[src/rtl/operand_fetch.sv]
// Operand-fetch sequencer: turns one two-source read request into two back-to-back
// register-file reads and returns the pair. Optional macro OPERAND_FETCH_ZERO_REG_EN hardwires r0 to zero.
module operand_fetch #(
    parameter int ADDR_W = 3,
    parameter int DATA_W = 32,
    parameter int TAG_W  = 4
) (
    input  logic              clk,
    input  logic              rst_n,
    input  logic              req_valid,
    output logic              req_ready,
    input  logic [ADDR_W-1:0] req_rs_a,
    input  logic [ADDR_W-1:0] req_rs_b,
    input  logic [TAG_W-1:0]  req_tag,
    output logic [ADDR_W-1:0] rf_address,
    input  logic [DATA_W-1:0] rf_register,
    output logic              out_valid,
    input  logic              out_ready,
    output logic [DATA_W-1:0] out_op_a,
    output logic [DATA_W-1:0] out_op_b,
    output logic [TAG_W-1:0]  out_tag
);

    typedef enum logic [2:0] {
        IDLE    = 3'd0,
        ISSUE_B = 3'd1,
        CAPT_A  = 3'd2,
        CAPT_B  = 3'd3,
        HOLD    = 3'd4
    } state_t;

    state_t            state_q, state_d;
    logic [ADDR_W-1:0] rf_address_q, rf_address_d;
    logic [ADDR_W-1:0] rs_b_q, rs_b_d;
    logic [TAG_W-1:0]  tag_q, tag_d;
    logic [TAG_W-1:0]  out_tag_q, out_tag_d;
    logic [DATA_W-1:0] op_a_q, op_a_d;
    logic [DATA_W-1:0] op_b_q, op_b_d;
    logic              out_valid_q, out_valid_d;
    logic [DATA_W-1:0] cap_a, cap_b;

`ifdef OPERAND_FETCH_ZERO_REG_EN
    // rf_address already holds rs_b by CAPT_A, so rs_a must be kept for the zero test.
    logic [ADDR_W-1:0] rs_a_q, rs_a_d;

    assign cap_a = (rs_a_q == '0) ? '0 : rf_register;
    assign cap_b = (rs_b_q == '0) ? '0 : rf_register;

    always_comb begin
        rs_a_d = rs_a_q;
        if (state_q == IDLE && req_valid) begin
            rs_a_d = req_rs_a;
        end
    end

    always_ff @(posedge clk) begin
        if (!rst_n) begin
            rs_a_q <= '0;
        end else begin
            rs_a_q <= rs_a_d;
        end
    end
`else
    assign cap_a = rf_register;
    assign cap_b = rf_register;
`endif

    always_comb begin
        state_d      = state_q;
        rf_address_d = rf_address_q;
        rs_b_d       = rs_b_q;
        tag_d        = tag_q;
        out_tag_d    = out_tag_q;
        op_a_d       = op_a_q;
        op_b_d       = op_b_q;
        out_valid_d  = out_valid_q;

        case (state_q)
            IDLE: begin
                if (req_valid) begin
                    rs_b_d       = req_rs_b;
                    tag_d        = req_tag;
                    rf_address_d = req_rs_a;
                    state_d      = ISSUE_B;
                end
            end
            ISSUE_B: begin
                rf_address_d = rs_b_q;
                state_d      = CAPT_A;
            end
            CAPT_A: begin
                op_a_d  = cap_a;
                state_d = CAPT_B;
            end
            CAPT_B: begin
                op_b_d      = cap_b;
                out_tag_d   = tag_q;
                out_valid_d = 1'b1;
                state_d     = HOLD;
            end
            HOLD: begin
                if (out_ready) begin
                    out_valid_d = 1'b0;
                    state_d     = IDLE;
                end
            end
            default: begin
                out_valid_d = 1'b0;
                state_d     = IDLE;
            end
        endcase
    end

    always_ff @(posedge clk) begin
        if (!rst_n) begin
            state_q      <= IDLE;
            rf_address_q <= '0;
            rs_b_q       <= '0;
            tag_q        <= '0;
            out_tag_q    <= '0;
            op_a_q       <= '0;
            op_b_q       <= '0;
            out_valid_q  <= 1'b0;
        end else begin
            state_q      <= state_d;
            rf_address_q <= rf_address_d;
            rs_b_q       <= rs_b_d;
            tag_q        <= tag_d;
            out_tag_q    <= out_tag_d;
            op_a_q       <= op_a_d;
            op_b_q       <= op_b_d;
            out_valid_q  <= out_valid_d;
        end
    end

    assign req_ready  = (state_q == IDLE);
    assign rf_address = rf_address_q;
    assign out_valid  = out_valid_q;
    assign out_op_a   = op_a_q;
    assign out_op_b   = op_b_q;
    assign out_tag    = out_tag_q;

endmodule

[config.mk]
export PLATFORM = sky130hd
export DESIGN_NAME = operand_fetch
export DESIGN_NICKNAME = d
export VERILOG_FILES = /design/src/rtl/operand_fetch.sv
export SDC_FILE = /design/constraint.sdc
export NUM_CORES = 1
export LEC_CHECK = 0
export CAP_MARGIN = 20
export CELL_PAD_IN_SITES_DETAIL_PLACEMENT = 1
export CELL_PAD_IN_SITES_GLOBAL_PLACEMENT = 1
export CORE_MARGIN = 1
export CORE_UTILIZATION = 32
export DETAILED_ROUTE_END_ITERATION = 16
export GPL_TIMING_DRIVEN = 1
export PLACE_DENSITY_LB_ADDON = 0.1
export SYNTH_ARGS = -nofsm -noshare
export SYNTH_HDL_FRONTEND = slang
export SYNTH_SLANG_ARGS = --single-unit
[constraint.sdc]
create_clock -name clk -period 1.5 [get_ports clk]
set_input_delay 0.375 -clock clk [delete_from_list [all_inputs] [get_ports clk]]
set_output_delay 0.375 -clock clk [all_outputs]
set_load 0.05 [all_outputs]
==> notes.md, run 1 <==
flow finished, numbers: Critical Path Sink req_ready, die height 102 µm, die width 102 µm, bufs w/o clock 138, post-route insts no fill 624, vias per inst 4.65, H-tree levels 3, most instantiated logic cells after routing nand2_1 (143), dfxtp_1 (79), buf_12 (79), Core Rows 36, clk pwr 1710 µW, failing checks setup timing, HP Class in -> reg, number of buffers created by CTS 9, # Cells Yosys 367, Comb/total area 24.6%, Post-synth EDFFs 0, comb pwr 1380 µW, Inverters 1, YS chip area 0.00319 mm², yosys adder share 0%, DP Area 0.00528 mm², Relative slew margins 80.0%, main area contributors after synthesis dfxtp_1 (51%), nand2_1 (17%), a21boi_1 (12%), a21boi_0 (4.0%), buf_6 (2.5%), post-cts sizing count 5, Arrival @ worst endpoint 1190 ps, Tot Pwr 5510 µW, WL met1 3790 µm, Biggest Area Class buffers, # clock sinks 82, largest net degree at the start of global routing 47, Area leader share 51.5%, post-synthesis area per instance 8.69 µm², CP max stage cell dfxtp_4, Comb area 0.00136 mm², n_diodes 0, vias 2,900, crit path cell chain buf_6, nor3_4, buf_12, TNS Setup -64.5 ps, count of warnings emitted by yosys 0, initial drt markers 47, yosys simple share 22.6%, post-synthesis async set-or-reset flop share 0%, CTS tree yes, Top logic family simple AND/OR/NAND/NOR gates, first-pass GRT wire length 14,700 µm, cell family contributing the most delay on the critical path flip-flops, dpl ws -20.8 ps, fill count 1,072, Syn Std Cell Area 0.00319 mm², aoi share 19.4%, worst-case hold path end point out_op_b[2], final period utilization 104%, measured slew at the worst slew-check pin 301 ps, status finished, violations left, DR top layer met4, quantity of hold-fixing buffers added after cts 0, Max Buffers Root-to-Sink 2, Top pwr grp registers, Mux area share 0%, nets 533, CP Launch Type flip-flop, fp util 32.8%, crit path setup slack, layout -64.5 ps, # DRC 0, post-route cell area 0.00553 mm², clock buf count 11, worst hold slack 433 ps, GP Congestion 0.728, sequential share of cell area 29.9%, worst r2r src state_q[2], vias in the first global route 3,037, final setup vio count 1, Peak supply drop 439 µV, Synthesized Nets 413, layout cell share with drive strength beyond 1 24.2%, Mapped Cells 367, reg2reg path depth 5, Leakage 0.00203 µW, Req. time, crit path 1120 ps, Cell Int Power 3910 µW
run_1/cell_density.png
The die is cut into 10 by 10 equal tiles; white is low, dark blue is high, 0 to 100% covered.
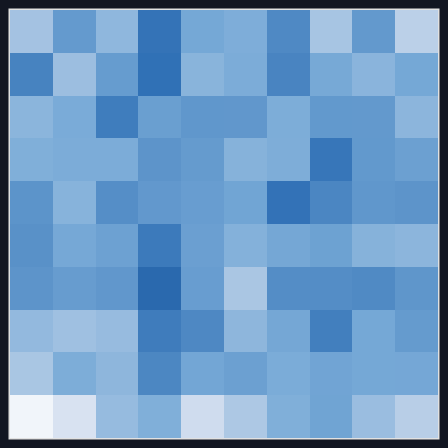
The fullest tile reaches 77%. The mean over all tiles is 52%. 1.0% of the tiles are over 75% full. The emptiest ninth of the die: south-west.
core area: 0.00973 mm²
Core Util, Final: 56.8%

run_1/wires.png
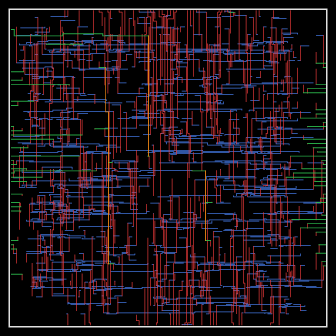
Key: red = metal 2 [wire length 4,620 µm]; blue = metal 1 [wire length 3,790 µm]; orange = metal 4 [wire length 125 µm]; green = metal 3 [wire length 402 µm]
Routed WL per cell: 14.3 µm
routed wire length: 8930 µm
GRT Resource Usage Total: 18.6%

run_1/congestion.png
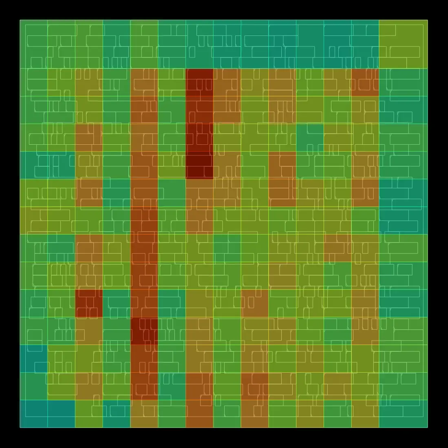
GR Util met2: 33.2%
GR peak layer: met2

run_1/logic_types.png
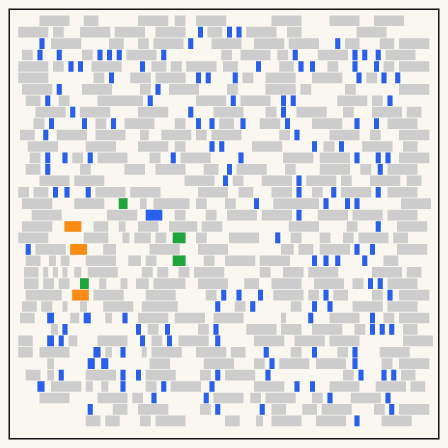

--- run 2 (diff from run 1) ---
--- a/config.mk
+++ b/config.mk
@@ -5,11 +5,12 @@
 export SDC_FILE = /design/constraint.sdc
 export NUM_CORES = 1
 export LEC_CHECK = 0
+export ABC_AREA = 1
 export CAP_MARGIN = 20
 export CELL_PAD_IN_SITES_DETAIL_PLACEMENT = 1
 export CELL_PAD_IN_SITES_GLOBAL_PLACEMENT = 1
 export CORE_MARGIN = 1
-export CORE_UTILIZATION = 32
+export CORE_UTILIZATION = 29
 export DETAILED_ROUTE_END_ITERATION = 16
 export GPL_TIMING_DRIVEN = 1
 export PLACE_DENSITY_LB_ADDON = 0.1
run_2/logic_types.png
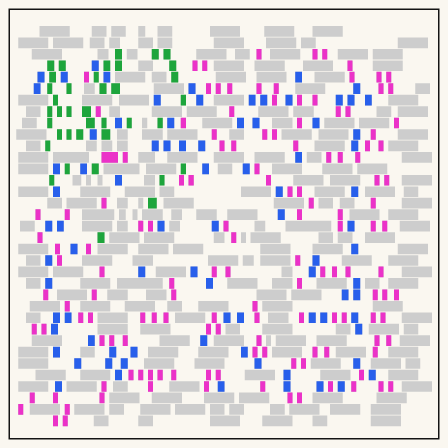
Key: green = NAND gates [cells 38, most used nand2_1, where north-west]; blue = inverting AOI/OAI gates [cells 83, most used o21ai_0, where spread over the die]; magenta = NOR gates [cells 139, most used nor2_1, where spread over the die]
most numerous logic cell after layout: nor2_1
post-route insts no fill: 630

==> notes.md, run 2 <==
flow finished, numbers: comb pwr 1490 µW (+8%), count of tool warnings 26, initial antenna violation count 0, GP Congestion 0.720 (-1.2%), core area 0.00942 mm² (-3.2%), Mapped Cells 372 (+1.4%), post-cts sizing count 8 (+3), Comb/total area 21.3% (-3.3 points), count of warnings emitted by yosys 0 (unchanged), bufs w/o clock 136 (-1.4%), measured slew at the worst slew-check pin 430 ps (+129 ps), Arrival @ worst endpoint 1080 ps (-110 ps), quantity of hold-fixing buffers added after cts 0 (unchanged), vias 2,925 (+0.86%), Area leader share 57.0% (+5.5 points), largest net degree at the start of global routing 43 (-8.5%), sequential share of cell area 31.5% (+1.6 points), most instantiated logic cells after routing nor2_1 (138), dfxtp_1 (79), buf_12 (74), YS chip area 0.00288 mm² (-9.7%), main area contributors after synthesis dfxtp_1 (57%), nor2_1 (18%), o21ai_0 (11%), nand2_1 (2.6%), nand3_1 (2.4%), post-synthesis async set-or-reset flop share 0% (unchanged), Post-synth EDFFs 0 (unchanged), n_diodes 0 (unchanged), status complete, no violations, worst r2r src state_q[1], Synthesized Nets 418 (+1.2%), # clock sinks 82 (unchanged), root buffer cell clkbuf_8, CTS tree yes, vias in the first global route 3,092 (+1.8%), Max Buffers Root-to-Sink 2 (unchanged), most frequent cells after synthesis nor2_1 (138), dfxtp_1 (82), o21ai_0 (62), aoi share 14.4% (-5.0 points), Tot Pwr 5720 µW (+3.9%), # Cells Yosys 372 (+1.4%), Cell Int Power 4010 µW (+2.4%), die width 102 µm (-0.19%), Req. time, crit path 1120 ps (about the same), H-tree levels 3 (unchanged), reg2reg path depth 6 (+1), CP max stage cell dfxtp_4, layout cell share with drive strength beyond 1 23.2% (-1.1 points), fill count 1,063 (-0.84%), post-synthesis area per instance 7.74 µm² (-11%), number of buffers created by CTS 9 (unchanged), crit path setup slack, layout 47.2 ps (+112 ps), WL met1 3840 µm (+1.3%), Setup crit end kind output port, clock buf count 12 (+1), die height 102 µm (-0.19%), dpl ws -65.9 ps (-45.1 ps), initial drt markers 44 (-6.4%), HP Class reg -> reg, yosys adder share 0% (unchanged), # DRC 0 (unchanged), yosys xor share 0%, Leakage 0.00201 µW (-0.78%), nets 542 (+1.7%), Syn Std Cell Area 0.00288 mm² (-9.7%), fp util 30.6% (-2.2 points), CP Launch Type flip-flop, post-route cell area 0.00524 mm² (-5.2%), TNS Setup 0 ps (+64.5 ps), DR top layer met4, crit path cell chain nor2_4, nand2_2, clkinv_2, buf_12, cell family contributing the most delay on the critical path flip-flops, Top logic family simple AND/OR/NAND/NOR gates, final setup vio count 0 (-1), Mux area share 0% (unchanged), vias per inst 4.64 (about the same), Peak supply drop 502 µV (+14%), yosys simple share 24.1% (+1.6 points), final period utilization 96.9% (-7.4 points), first-pass GRT wire length 15,100 µm (+3.0%), Top pwr grp registers, routed wire length 9390 µm (+5.1%), Relative slew margins 71.3% (-8.7 points), Inverters 7 (+6), clk pwr 1780 µW (+4%), Biggest Area Class buffers, worst hold slack 466 ps (+33.3 ps)
run_2/congestion.png
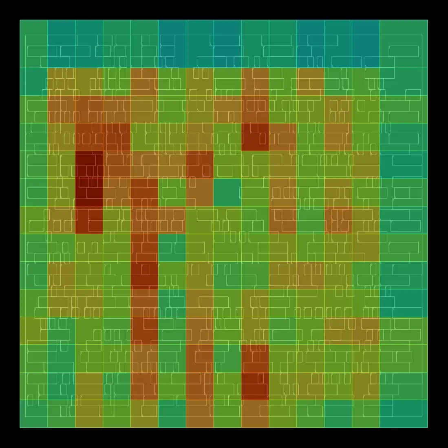
GRT met3 Usage: 4.83%
Routed WL per cell: 14.9 µm
Core Util, Final: 55.6%
GR Util met2: 35.0%
routing usage on met1: 21.1%

No activity file was given, so power comes from the tool's default toggle rates.
